`config.mk`:
```
export PLATFORM = sky130hd
export DESIGN_NAME = sobel_window_gen_flat
export DESIGN_NICKNAME = d
export VERILOG_FILES = /design/src/rtl/sobel_window_gen_if.sv /design/src/rtl/sobel_window_gen.sv /design/src/flat_wrapper.sv
export SDC_FILE = /design/constraint.sdc
export NUM_CORES = 2
export LEC_CHECK = 0
export CAP_MARGIN = 20
export CORE_ASPECT_RATIO = 0.9
export CORE_MARGIN = 2
export CORE_UTILIZATION = 62
export CTS_CLUSTER_SIZE = 25
export DETAILED_ROUTE_END_ITERATION = 8
export GPL_TIMING_DRIVEN = 0
export PLACE_DENSITY = 0.89
export SLEW_MARGIN = 20
export SYNTH_ARGS = -nofsm -noshare
export SYNTH_HDL_FRONTEND = slang
export SYNTH_SLANG_ARGS = --single-unit
```
`constraint.sdc`:
```
create_clock -name clk -period 6.1 [get_ports clk]
set_input_delay 0.61 -clock clk [delete_from_list [all_inputs] [get_ports clk]]
set_output_delay 0.61 -clock clk [all_outputs]
set_load 0.02 [all_outputs]
```
`src/rtl/sobel_window_gen_if.sv`:
```
// rtl/sobel_window_gen_if.sv - pixel-in / window-out handshake bundle for sobel_window_gen
interface sobel_window_gen_if #(
  parameter int DATA_W = 8
);
  logic                  s_valid;
  logic                  s_ready;
  logic [DATA_W-1:0]     s_data;
  logic                  m_valid;
  logic                  m_ready;
  logic [9*DATA_W-1:0]   m_window;
  logic                  m_last;
  logic                  frame_done;

  // window generator side: consumes pixels, produces windows
  modport slave (
    input  s_valid, s_data, m_ready,
    output s_ready, m_valid, m_window, m_last, frame_done
  );

  // upstream/downstream side: supplies pixels, consumes windows
  modport master (
    output s_valid, s_data, m_ready,
    input  s_ready, m_valid, m_window, m_last, frame_done
  );
endinterface

```
`src/rtl/sobel_window_gen.sv`:
```
// rtl/sobel_window_gen.sv - 3x3 neighbourhood builder with two line buffers for a SIZE x SIZE frame
module sobel_window_gen #(
  parameter int SIZE   = 100,
  parameter int DATA_W = 8
) (
  input  logic             clk,
  input  logic             rst_n,
  sobel_window_gen_if.slave bus
);
  localparam int CW = $clog2(SIZE);
  localparam logic [CW-1:0] LAST_IDX = CW'(SIZE - 1);
  localparam logic [CW-1:0] ONE      = CW'(1);
  localparam logic [CW-1:0] TWO      = CW'(2);

  localparam logic [0:0] ST_FILL   = 1'b0;
  localparam logic [0:0] ST_STREAM = 1'b1;

  logic [CW-1:0]         row;
  logic [CW-1:0]         col;
  logic [0:0]            state;

  // lb0 holds the previous row, lb1 the row before that
  logic [DATA_W-1:0]     lb0 [SIZE];
  logic [DATA_W-1:0]     lb1 [SIZE];

  // two most recent columns; index 0 = oldest row, 2 = current row
  logic [DATA_W-1:0]     col_a   [3];
  logic [DATA_W-1:0]     col_b   [3];
  logic [DATA_W-1:0]     new_col [3];
  logic [9*DATA_W-1:0]   next_window;

  logic                  m_valid_q;
  logic                  m_last_q;
  logic                  frame_done_q;
  logic [9*DATA_W-1:0]   m_window_q;

  logic                  s_ready;
  logic                  accept;
  logic                  col_end;
  logic                  row_end;
  logic                  frame_end;
  logic                  produce;

  assign s_ready   = !m_valid_q || bus.m_ready;
  assign accept    = bus.s_valid && s_ready;
  assign col_end   = (col == LAST_IDX);
  assign row_end   = (row == LAST_IDX);
  assign frame_end = accept && col_end && row_end;
  // columns 0/1 would combine stale columns from the previous row, so they never emit
  assign produce   = accept && (state == ST_STREAM) && (col >= TWO);

  assign bus.s_ready    = s_ready;
  assign bus.m_valid    = m_valid_q;
  assign bus.m_window   = m_window_q;
  assign bus.m_last     = m_last_q;
  assign bus.frame_done = frame_done_q;

  // assemble the incoming column and the window it would complete
  always_comb begin
    new_col[0] = lb1[col];
    new_col[1] = lb0[col];
    new_col[2] = bus.s_data;
    next_window = '0;
    for (int i = 0; i < 3; i++) begin
      next_window[(3*i + 0)*DATA_W +: DATA_W] = col_a[i];
      next_window[(3*i + 1)*DATA_W +: DATA_W] = col_b[i];
      next_window[(3*i + 2)*DATA_W +: DATA_W] = new_col[i];
    end
  end

  // raster position counters and fill/stream phase
  always_ff @(posedge clk) begin
    if (!rst_n) begin
      row   <= '0;
      col   <= '0;
      state <= ST_FILL;
    end else if (accept) begin
      if (col_end) begin
        col <= '0;
        row <= row_end ? '0 : row + ONE;
      end else begin
        col <= col + ONE;
      end
      if (state == ST_FILL && row == ONE && col_end) begin
        state <= ST_STREAM;
      end else if (state == ST_STREAM && row_end && col_end) begin
        state <= ST_FILL;
      end
    end
  end

  // line buffers cascade one row down and column regs shift left on every accept
  always_ff @(posedge clk) begin
    if (accept) begin
      lb1[col] <= lb0[col];
      lb0[col] <= bus.s_data;
      for (int i = 0; i < 3; i++) begin
        col_a[i] <= col_b[i];
        col_b[i] <= new_col[i];
      end
    end
  end

  // output window register: load on a producing accept, hold while stalled
  always_ff @(posedge clk) begin
    if (!rst_n) begin
      m_valid_q    <= 1'b0;
      m_window_q   <= '0;
      m_last_q     <= 1'b0;
      frame_done_q <= 1'b0;
    end else begin
      frame_done_q <= frame_end;
      if (produce) begin
        m_valid_q  <= 1'b1;
        m_window_q <= next_window;
        m_last_q   <= frame_end;
      end else if (bus.m_ready) begin
        m_valid_q <= 1'b0;
        m_last_q  <= 1'b0;
      end
    end
  end
endmodule

```
`src/flat_wrapper.sv`:
```
// flat-port wrapper written by rule: the top's interface ports become plain ports
module sobel_window_gen_flat 
#(
  parameter int SIZE   = 100,
  parameter int DATA_W = 8
)
  (clk, rst_n, bus_s_valid, bus_s_data, bus_m_ready, bus_s_ready, bus_m_valid, bus_m_window, bus_m_last, bus_frame_done);
  sobel_window_gen_if #(.DATA_W(DATA_W)) bus_i ();
  input  logic clk;
  input  logic rst_n;
  input wire logic [$bits(bus_i.s_valid)-1:0] bus_s_valid;
  input wire logic [$bits(bus_i.s_data)-1:0] bus_s_data;
  input wire logic [$bits(bus_i.m_ready)-1:0] bus_m_ready;
  output wire logic [$bits(bus_i.s_ready)-1:0] bus_s_ready;
  output wire logic [$bits(bus_i.m_valid)-1:0] bus_m_valid;
  output wire logic [$bits(bus_i.m_window)-1:0] bus_m_window;
  output wire logic [$bits(bus_i.m_last)-1:0] bus_m_last;
  output wire logic [$bits(bus_i.frame_done)-1:0] bus_frame_done;
  assign bus_i.s_valid = bus_s_valid;
  assign bus_i.s_data = bus_s_data;
  assign bus_i.m_ready = bus_m_ready;
  assign bus_s_ready = bus_i.s_ready;
  assign bus_m_valid = bus_i.m_valid;
  assign bus_m_window = bus_i.m_window;
  assign bus_m_last = bus_i.m_last;
  assign bus_frame_done = bus_i.frame_done;
  sobel_window_gen #(.SIZE(SIZE), .DATA_W(DATA_W)) u_core (.clk(clk), .rst_n(rst_n), .bus(bus_i));
endmodule
```
==> run notes <==
Observations from the implementation run.

Place:
- The run gives the half-perimeter wire length of the detailed placement result as 129000 µm.
- The run gives the instance area at placement as between 0.07 and 0.08 mm².
- The run gives the pre-CTS setup slack as 1.45 ns.

Worst setup path:
- The run gives the largest incremental delay on the critical path as just over 0.9 ns.
- The worst setup path is captured at a flip-flop.
- Looking at the critical path, the single cell with the biggest stage delay is sky130_fd_sc_hd__buf_1.
- The run gives the arrival time at the worst endpoint as around 6.1 ns.
- The cell sequence reported for the critical path is buf_2 > buf_4 > buf_2 > buf_1 > mux2i_1 > o211ai_1 > o311a_1 > nor2b_4 > buf_16 > buf_16.
- In this run the worst path has a maximum fanout of 37.

Synthesis:
- After synthesis, the netlist uses 69 different library cells.
- The run gives the chip area from the yosys synthesis statistics as around 0.068 mm².
- The run gives the count of synthesis-stage warnings from yosys as 0.
- The run puts the yosys cell count at approximately 3400.
- The run puts the portion of the post-synthesis area used by sequential elements at about 76%.
- The most used flip-flop cell after synthesis is sky130_fd_sc_hd__edfxtp_1.
- The run gives the post-synth net total as about 3400.
- In this run, synthesis inferred about 1600 flip-flops with an integrated enable.

Cells and area:
- The top cell types in the final layout, fill and taps aside, are sky130_fd_sc_hd__edfxtp_1, sky130_fd_sc_hd__mux4_2, sky130_fd_sc_hd__nand2_1.
- The finished layout holds 5363 standard cells, fillers aside.
- The area growth from synthesis to layout is 14.8%.

Clock network:
- The run gives the post-CTS repair timing setup buffer count as 0.
- The run puts the maximum number of buffers from clock root to sink at 3.
- CTS added clock buffers totalling 161.
- The run gives the latest clock arrival within the worst-skew pair as 0.82 ns.
- The run gives the clock edge transition at the registers on the reported setup and hold paths as roughly 0.060 ns.

STA:
- The run puts the final worst slack at approximately 0.67 ns.
- The run puts the setup-violating endpoint count in the final report at 0.
- Setup total negative slack on the finished layout was measured at 0 ns.
- The run gives the worst hold-check slack as approximately 0.17 ns.
- The run puts the share of the cycle needed by the critical path after routing at around nine tenths.
- Setup repair after global routing left no endpoint under its margin.
- The worst-case max-slew headroom was logged as roughly a fifth.
- The run puts the maximum frequency from static timing analysis at about 180 MHz.
- The run gives the transition at the pin with the smallest max-transition slack as between 1 and 1.5 ns.

Job:
- The run gives the tool warning count as 29.
- The run gives the max-cap check violation count as 0.

Routing:
- The run puts the number of nets with antenna violations after routing at 0.

Status:
- The flow ran to the end, and the final reports show no timing, DRC or antenna violations.

Floorplan:
- The die covers roughly 0.11 mm².
- The run puts the effective utilization at floorplan at 62.8%.

GRT:
- The first global-routing pass estimated 285000 µm of wire.
- The run puts the pin count of the biggest net entering global routing at roughly 87.

Power:
- The run gives the worst ir drop on vdd as roughly 0.3 mV.
- The run gives the post-route total power as about 25 mW.

Min path:
- The worst hold path belongs to the class in -> reg.
-- cell usage after synthesis, drive strengths merged, types with 7 or more instances --
cell / count / area, µm²
a2111oi: 8 / 75.1
a211oi: 7 / 52.6
a21boi: 67 / 706
a21oi: 36 / 180
a22oi: 61 / 458
a31oi: 8 / 50.1
a32o: 9 / 90.1
a32oi: 11 / 96.3
and2: 7 / 43.8
buf: 139 / 1170
clkbuf: 50 / 189
dfxtp: 97 / 1940
edfxtp: 1648 / 49500
mux2: 8 / 90.1
mux2i: 217 / 2170
mux4: 320 / 7210
nand2: 281 / 1190
nand2b: 10 / 62.6
nand3: 21 / 105
nand4: 27 / 169
nor2: 161 / 612
nor2b: 41 / 257
nor3: 15 / 75.1
o211ai: 14 / 105
o21ai: 10 / 50.0
o22ai: 34 / 213
o311a: 9 / 90.1
xor2: 8 / 70.1
-- layer usage --
layer  up-vias  part of all wire [%]  GRT usage, %
met5         -                 0.050        0.0426
met4         6                   7.9          22.1
met3      1072                    17          15.5
met2      4473                    44          54.2
met1     19500                    31          44.8
li1      14500                     -             -
-- kinds of logic (layout without fill, tap and decap cells) --
family          after synthesis  after routing  share of synthesized area, %
flops                      1745           1745                          76.0
fa+ha+maj                     4              4                        0.0739
simple gates                585            585                          3.96
xor+xnor                     10             10                         0.129
buf+inv                     194            700                          2.04
other cells                   0              7                             0
mux                         545            545                          14.0
compound gates              317            317                          3.82
-- layout make-up --
| cell class | instances | area (µm²) |
|---|---|---|
| antenna | 7 | 17.5 |
| buffer | 189 | 1370 |
| clock buffer | 227 | 4480 |
| clock inverter | 64 | 493 |
| fill | 5735 | 30100 |
| inverter | 5 | 18.8 |
| multi-input combinational | 1461 | 15200 |
| sequential | 1745 | 51400 |
| tap | 1450 | 1810 |
| timing repair buffer | 215 | 2840 |
-- power breakdown --
group	total (mW)	internal [mW]	switching (mW)
logic	2.09	0.713	1.38
clock network	9.79	5.32	4.48
registers	13.4	13.4	0.0228
-- critical path: cells and delay by family, from the launching register on --
kind | cells | cell delay (ns)
compound gates | 2 | 1.15
buf+inv | 6 | 2.64
flops | 1 | 0.31
mux | 1 | 0.38
simple gates | 1 | 0.67
-- sequential cells by signal, indices dropped and copies added, names as in the netlist, 7 cells and up, named ones only --
signal	count
u_core.row	7
u_core.lb1	800
u_core.col_a	24
u_core.col	7
u_core.lb0	800
u_core.bus.m_window	72
u_core.col_b	24
-- worst paths after layout --
check                                      from                            to  slack [ns]  cells after the start
hold reg to reg   u_core.col_b[0][14]$_DFFE_PP_  u_core.col_a[1][6]$_DFFE_PP_        0.45                      0
setup reg to reg                      flip-flop   u_core.lb1[59][5]$_DFFE_PP_        0.67                     10
hold / removal                    bus_s_data[5]   u_core.lb0[52][5]$_DFFE_PP_        0.17                      1
setup / recovery                      flip-flop   u_core.lb1[59][5]$_DFFE_PP_        0.67                     10
**Placement by cell class**

The bar under the picture is 100 µm long.
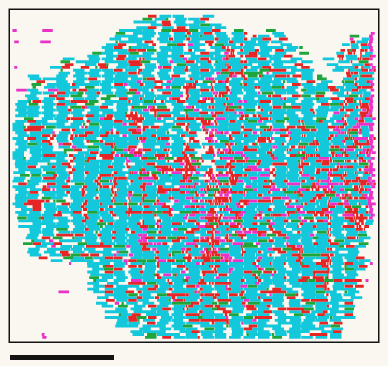
- sequential cells: cyan (cells 1745)
- clock drivers and dummy loads: green (cells 291)
- remaining buffers and delay cells: magenta (cells 404)
- combinational and other logic: red (cells 1466)
Core ar.: 0.108 mm²
final standard cell utilization of the core: 72.1%
Rows: 114
final std cell area, no fill: 0.0777 mm²
register share of the cell area: 66.2%

**Routing congestion map**

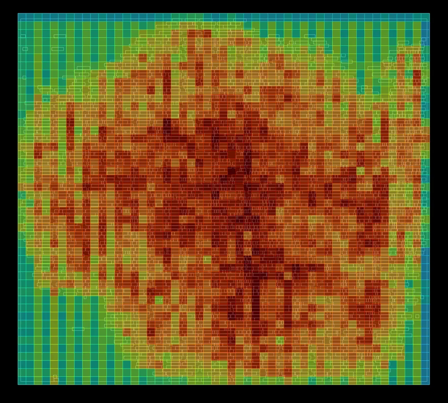
overall fraction of global-route tracks in use: 36.5%
met3 usage in global routing: 15.5%
met1 capacity usage during global routing: 44.8%
met2 Usage GRT: 54.2%

**Wires at chosen ports, followed through buffers**

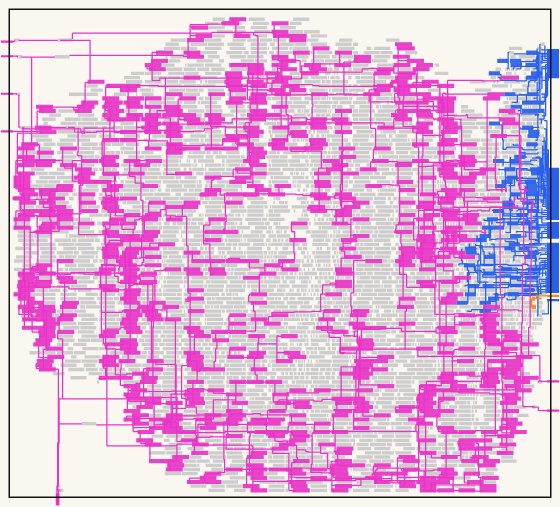
- `bus_s_data`: magenta (bits 8; direction input; edge 4 left, 2 right, 2 bottom; end cells 816; buffers 16; wire 14800 µm)
- `bus_m_window`: blue (bits 72; direction output; edge right; end cells 72; buffers 72; wire 2970 µm)
- `bus_m_ready`: orange (bits 1; direction input; edge right; end cells 2; buffers 1; wire 23.5 µm)
ports placed on the boundary: 88
total of buffers placed on input and output ports: 86

No activity file was given, so power comes from the tool's default toggle rates.
